**src/rtl/onewire_master_tx.sv**
```systemverilog
// onewire_master_tx
// Bus-master transmit engine for the 1-wire link. It produces the
// reset/presence sequence and writes bytes as LSB-first write time slots.
// The engine only pulls the open-drain line low. The top level maps
// line_drive onto the pad as data_line = line_drive ? 0 : z.
// line_in is the already synchronised bus level and is used only to sample
// presence. All durations are counted in clock cycles.
module onewire_master_tx #(
  parameter logic [15:0] T_RSTL = 16'd48000,  // reset pulse low time
  parameter logic [15:0] T_RSTH = 16'd48000,  // release window after the reset pulse
  parameter logic [15:0] T_PDS  = 16'd7000,   // presence sample index inside the release window
  parameter logic [15:0] T_SLOT = 16'd7000,   // write slot length from the falling edge
  parameter logic [15:0] T_LOW1 = 16'd600,    // low time of a write-1
  parameter logic [15:0] T_LOW0 = 16'd6000,   // low time of a write-0
  parameter logic [15:0] T_REC  = 16'd1000    // recovery time after each slot
) (
  input  logic       clock,
  input  logic       reset,
  input  logic       start_reset,
  input  logic       start_write,
  input  logic [7:0] tx_byte,
  input  logic       line_in,
  output logic       line_drive,
  output logic       busy,
  output logic       done,
  output logic       presence
);

  typedef enum logic [2:0] {
    IDLE     = 3'd0,
    RST_LOW  = 3'd1,
    RST_HIGH = 3'd2,
    BIT_LOW  = 3'd3,
    BIT_HIGH = 3'd4,
    BIT_REC  = 3'd5
  } state_t;

  state_t      state_r;
  state_t      state_s;
  logic [15:0] cnt_r;
  logic [15:0] cnt_s;
  logic [2:0]  idx_r;
  logic [2:0]  idx_s;
  logic [7:0]  shift_r;
  logic [7:0]  shift_s;
  logic        presence_r;
  logic        presence_s;
  logic        line_drive_r;
  logic        busy_r;
  logic        done_r;
  logic [15:0] low_len_s;

  // Low-phase length of the current slot depends on the bit being sent (LSB of the shifter).
  always_comb begin
    if (shift_r[0]) begin
      low_len_s = T_LOW1;
    end else begin
      low_len_s = T_LOW0;
    end
  end

  // Next-state, counter, bit index, shifter and presence computation.
  always_comb begin
    state_s    = state_r;
    cnt_s      = cnt_r;
    idx_s      = idx_r;
    shift_s    = shift_r;
    presence_s = presence_r;
    case (state_r)
      IDLE: begin
        cnt_s = 16'd0;
        // start_reset has priority; a simultaneous write request is dropped.
        if (start_reset) begin
          state_s    = RST_LOW;
          presence_s = 1'b0;
        end else if (start_write) begin
          state_s = BIT_LOW;
          shift_s = tx_byte;
          idx_s   = 3'd0;
        end else begin
          state_s = IDLE;
        end
      end
      RST_LOW: begin
        if (cnt_r == (T_RSTL - 16'd1)) begin
          state_s = RST_HIGH;
          cnt_s   = 16'd0;
        end else begin
          cnt_s = cnt_r + 16'd1;
        end
      end
      RST_HIGH: begin
        // A device answering pulls the line low at the sample point.
        if (cnt_r == T_PDS) begin
          presence_s = ~line_in;
        end else begin
          presence_s = presence_r;
        end
        if (cnt_r == (T_RSTH - 16'd1)) begin
          state_s = IDLE;
          cnt_s   = 16'd0;
        end else begin
          cnt_s = cnt_r + 16'd1;
        end
      end
      BIT_LOW: begin
        // The slot counter keeps running into BIT_HIGH so the slot length is measured from the falling edge.
        cnt_s = cnt_r + 16'd1;
        if (cnt_r == (low_len_s - 16'd1)) begin
          state_s = BIT_HIGH;
        end else begin
          state_s = BIT_LOW;
        end
      end
      BIT_HIGH: begin
        if (cnt_r == (T_SLOT - 16'd1)) begin
          state_s = BIT_REC;
          cnt_s   = 16'd0;
        end else begin
          cnt_s = cnt_r + 16'd1;
        end
      end
      BIT_REC: begin
        if (cnt_r == (T_REC - 16'd1)) begin
          cnt_s = 16'd0;
          if (idx_r == 3'd7) begin
            state_s = IDLE;
          end else begin
            state_s = BIT_LOW;
            idx_s   = idx_r + 3'd1;
            shift_s = {1'b0, shift_r[7:1]};
          end
        end else begin
          cnt_s = cnt_r + 16'd1;
        end
      end
      default: begin
        // An illegal encoding returns to IDLE with the bus released.
        state_s = IDLE;
        cnt_s   = 16'd0;
      end
    endcase
  end

  // State, counter, bit index, shifter and presence registers.
  always_ff @(posedge clock or negedge reset) begin
    if (!reset) begin
      state_r    <= IDLE;
      cnt_r      <= 16'd0;
      idx_r      <= 3'd0;
      shift_r    <= 8'd0;
      presence_r <= 1'b0;
    end else begin
      state_r    <= state_s;
      cnt_r      <= cnt_s;
      idx_r      <= idx_s;
      shift_r    <= shift_s;
      presence_r <= presence_s;
    end
  end

  // Registered outputs decoded from the next state, so they change on the accepting edge and never glitch.
  always_ff @(posedge clock or negedge reset) begin
    if (!reset) begin
      line_drive_r <= 1'b0;
      busy_r       <= 1'b0;
      done_r       <= 1'b0;
    end else begin
      line_drive_r <= (state_s == RST_LOW) || (state_s == BIT_LOW);
      busy_r       <= (state_s != IDLE);
      done_r       <= (state_r != IDLE) && (state_s == IDLE);
    end
  end

  assign line_drive = line_drive_r;
  assign busy       = busy_r;
  assign done       = done_r;
  assign presence   = presence_r;

endmodule

```
**config.mk**
```make
export PLATFORM = sky130hd
export DESIGN_NAME = onewire_master_tx
export DESIGN_NICKNAME = d
export VERILOG_FILES = /design/src/rtl/onewire_master_tx.sv
export SDC_FILE = /design/constraint.sdc
export NUM_CORES = 1
export LEC_CHECK = 0
export ABC_CLOCK_PERIOD_IN_PS = 5960
export CAP_MARGIN = 0
export CORE_AREA = 2 2 83 85
export CTS_BUF_LIST = sky130_fd_sc_hd__clkbuf_4 sky130_fd_sc_hd__clkbuf_8
export DETAILED_ROUTE_END_ITERATION = 7
export DIE_AREA = 0 0 85 87
export PLACE_DENSITY = 0.54
export SYNTH_ARGS = -nofsm -noshare
export SYNTH_HDL_FRONTEND = slang
export SYNTH_SLANG_ARGS = --single-unit
```
**constraint.sdc**
```tcl
create_clock -name clock -period 5.96 [get_ports clock]
set_clock_uncertainty 0.1 [all_clocks]
set_input_delay 1.49 -clock clock [delete_from_list [all_inputs] [get_ports clock]]
set_output_delay 1.49 -clock clock [all_outputs]
set_load 0.02 [all_outputs]
```
==> images/final_congestion.png <==
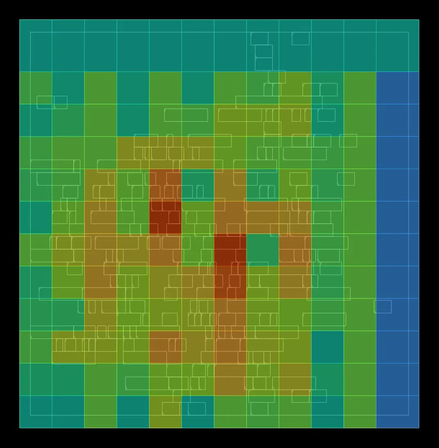
final core utilization: 33.8%
GR Layer Usage met2: 18.2%

==> images/met1.png <==
Scale bar: 20 um. Supply wires on this layer in gray. Cells faint in the background.
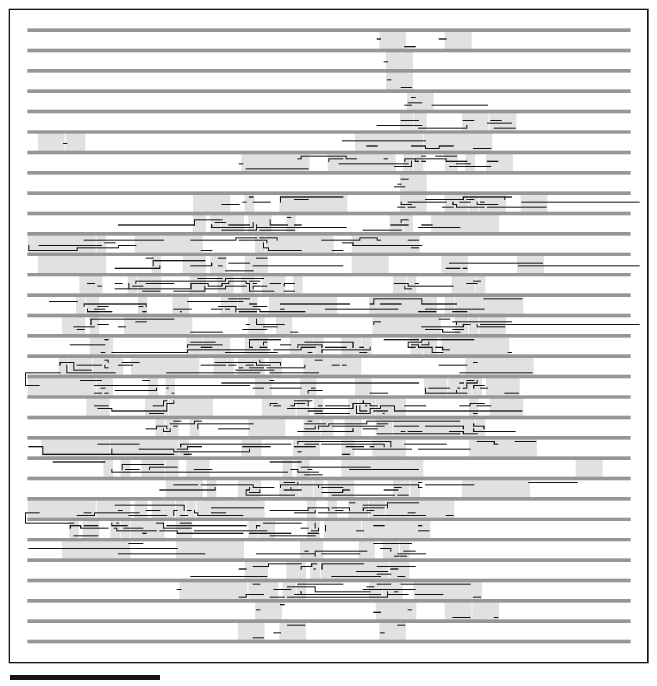
longest straight run: 26.2 um
share of all routed wire: 47%
main direction: horizontal
wire length on this layer: 1,830 um
nets with wire on the layer: 209

==> results.cfg <==
; physical design summary
[status]
run_status = finished, final reports clean

[sta]
worstMarginPinSlew_ps = 592
setup-tns-final_ps = 0
max_clock_freq_mhz = 349
finalCriticalPeriod_ps = 2870
fin_ws_ps = 3090
timing.hold.ws_ps = 385
finalSetupViolCount = 0
layout_worst_path_cycle_share_pct = 48.1
finalHoldViolCount = 0
drv_slew = 0
relSlewSlack_pct = 60.2

[placement]
io_buffer_count = 16
dp_hpwl_um = 2840
place.gp.congestion = 0.815
placement.setup.worst_slack_ps = 2780

[floorplan]
tap-cell-count = 80
io_pins = 17
num_rows = 30
fp.dieH_um = 87
core_area_um2 = 6570
die-area_um2 = 7400
fp_util_pct = 28.6

[cts]
post_cts_buffers = 0
post_cts_hold_buffer_count = 0
cts.root.buffer_cell = clkbuf_8
cts_num_sinks = 34
clock_tree_from_tritoncts = done

[finish]
non_clock_inverter_count = 6
fillCellCount = 682
seq_cell_count = 34
logic_cell_area_um2 = 961
largest_registers = cnt_r: 16 flops, shift_r: 8 flops
sequential_cell_area_um2 = 851
final.clkbuf_count = 5
antenna-diode-count = 0
area_growth_syn_to_layout_pct = 18.2
clk_share_pct = 4.91
post_route_cells_drive_above_1_share_pct = 11.8
finish.instance_area_um2 = 2220
largest_register_ff_count = 16
seqAreaFraction_pct = 38.4

[detailed_routing]
violation_count_after_the_first_detailed_routing_iteration = 57
finalWirelength_um = 3850
postRouteAntennaNets = 0
wl_met2_um = 1850
viasPerCell = 4.84
detailed_routing_iterations_pass_1 = 4
remaining_drc_errors = 0
routedLengthMet1_um = 1830

[global_routing]
globalRouteMet3Util_pct = 3.13
grt_busiest_layer = met2
grt_pass1_wl_um = 6470
residual_overflow_from_global_routing = 0
groute.usage.overall_pct = 11.3
antenna_found_initial = 0

[yosys]
simple_gate_share_pct = 28.5
synth-seq-area-share_pct = 45.3
post_synth_design_cell_area_um2 = 1880
yosys_cells = 192
yosys_register_bits = 34
synth.net_count = 209

[worst_setup_path]
cp-end-kind = flip-flop
critical_path_arrival_ps = 2940
worstPathRequired_ps = 6030
cp_num_cells = 5
criticalPathCategory = in -> reg
worstRegToRegCells = 7
critical_path.reg2reg.endpoint = cnt_r[9]
path_delay_family = simple AND/OR/NAND/NOR gates
timing.rr.start = cnt_r[13]
worst_path_largest_cell_delay_ps = 520

[power_and_ir_drop]
cellLeakagePower_nw = 0.989
clock_power_share_pct = 45.9
power.net_switching_mw = 0.0921

[min_path]
min_delay_worst_endpoint = shift_r[5]

[job]
warning_count = 27
cells in the final DEF, fill, tap and decap left out, types with 5 or more instances in the layout:
cell type        netlist  layout
dfrtp_1               34      34
mux2i_1                8       8
xor2_1                10      10
clkbuf_8               0       5
inv_1                  6       6
o21ai_1                6       6
nand2_1               24      24
nand4_1                6       6
nor2_1                23      23
clkdlybuf4s50_1        0      16
nand3_1                7       7
power groups by stage:
stage | Clock, mW | Combinational, mW | Sequential (mW)
final | 0.208 | 0.0149 | 0.231
after global routing | 0.225 | 0.0167 | 0.230
after global placement | 0 | 0.0156 | 0.235
after CTS | 0.215 | 0.0156 | 0.231
after detailed placement | 0 | 0.0155 | 0.235
after floorplan | 0 | 0.00169 | 0.235
Power is estimated from default activity; no workload was simulated.
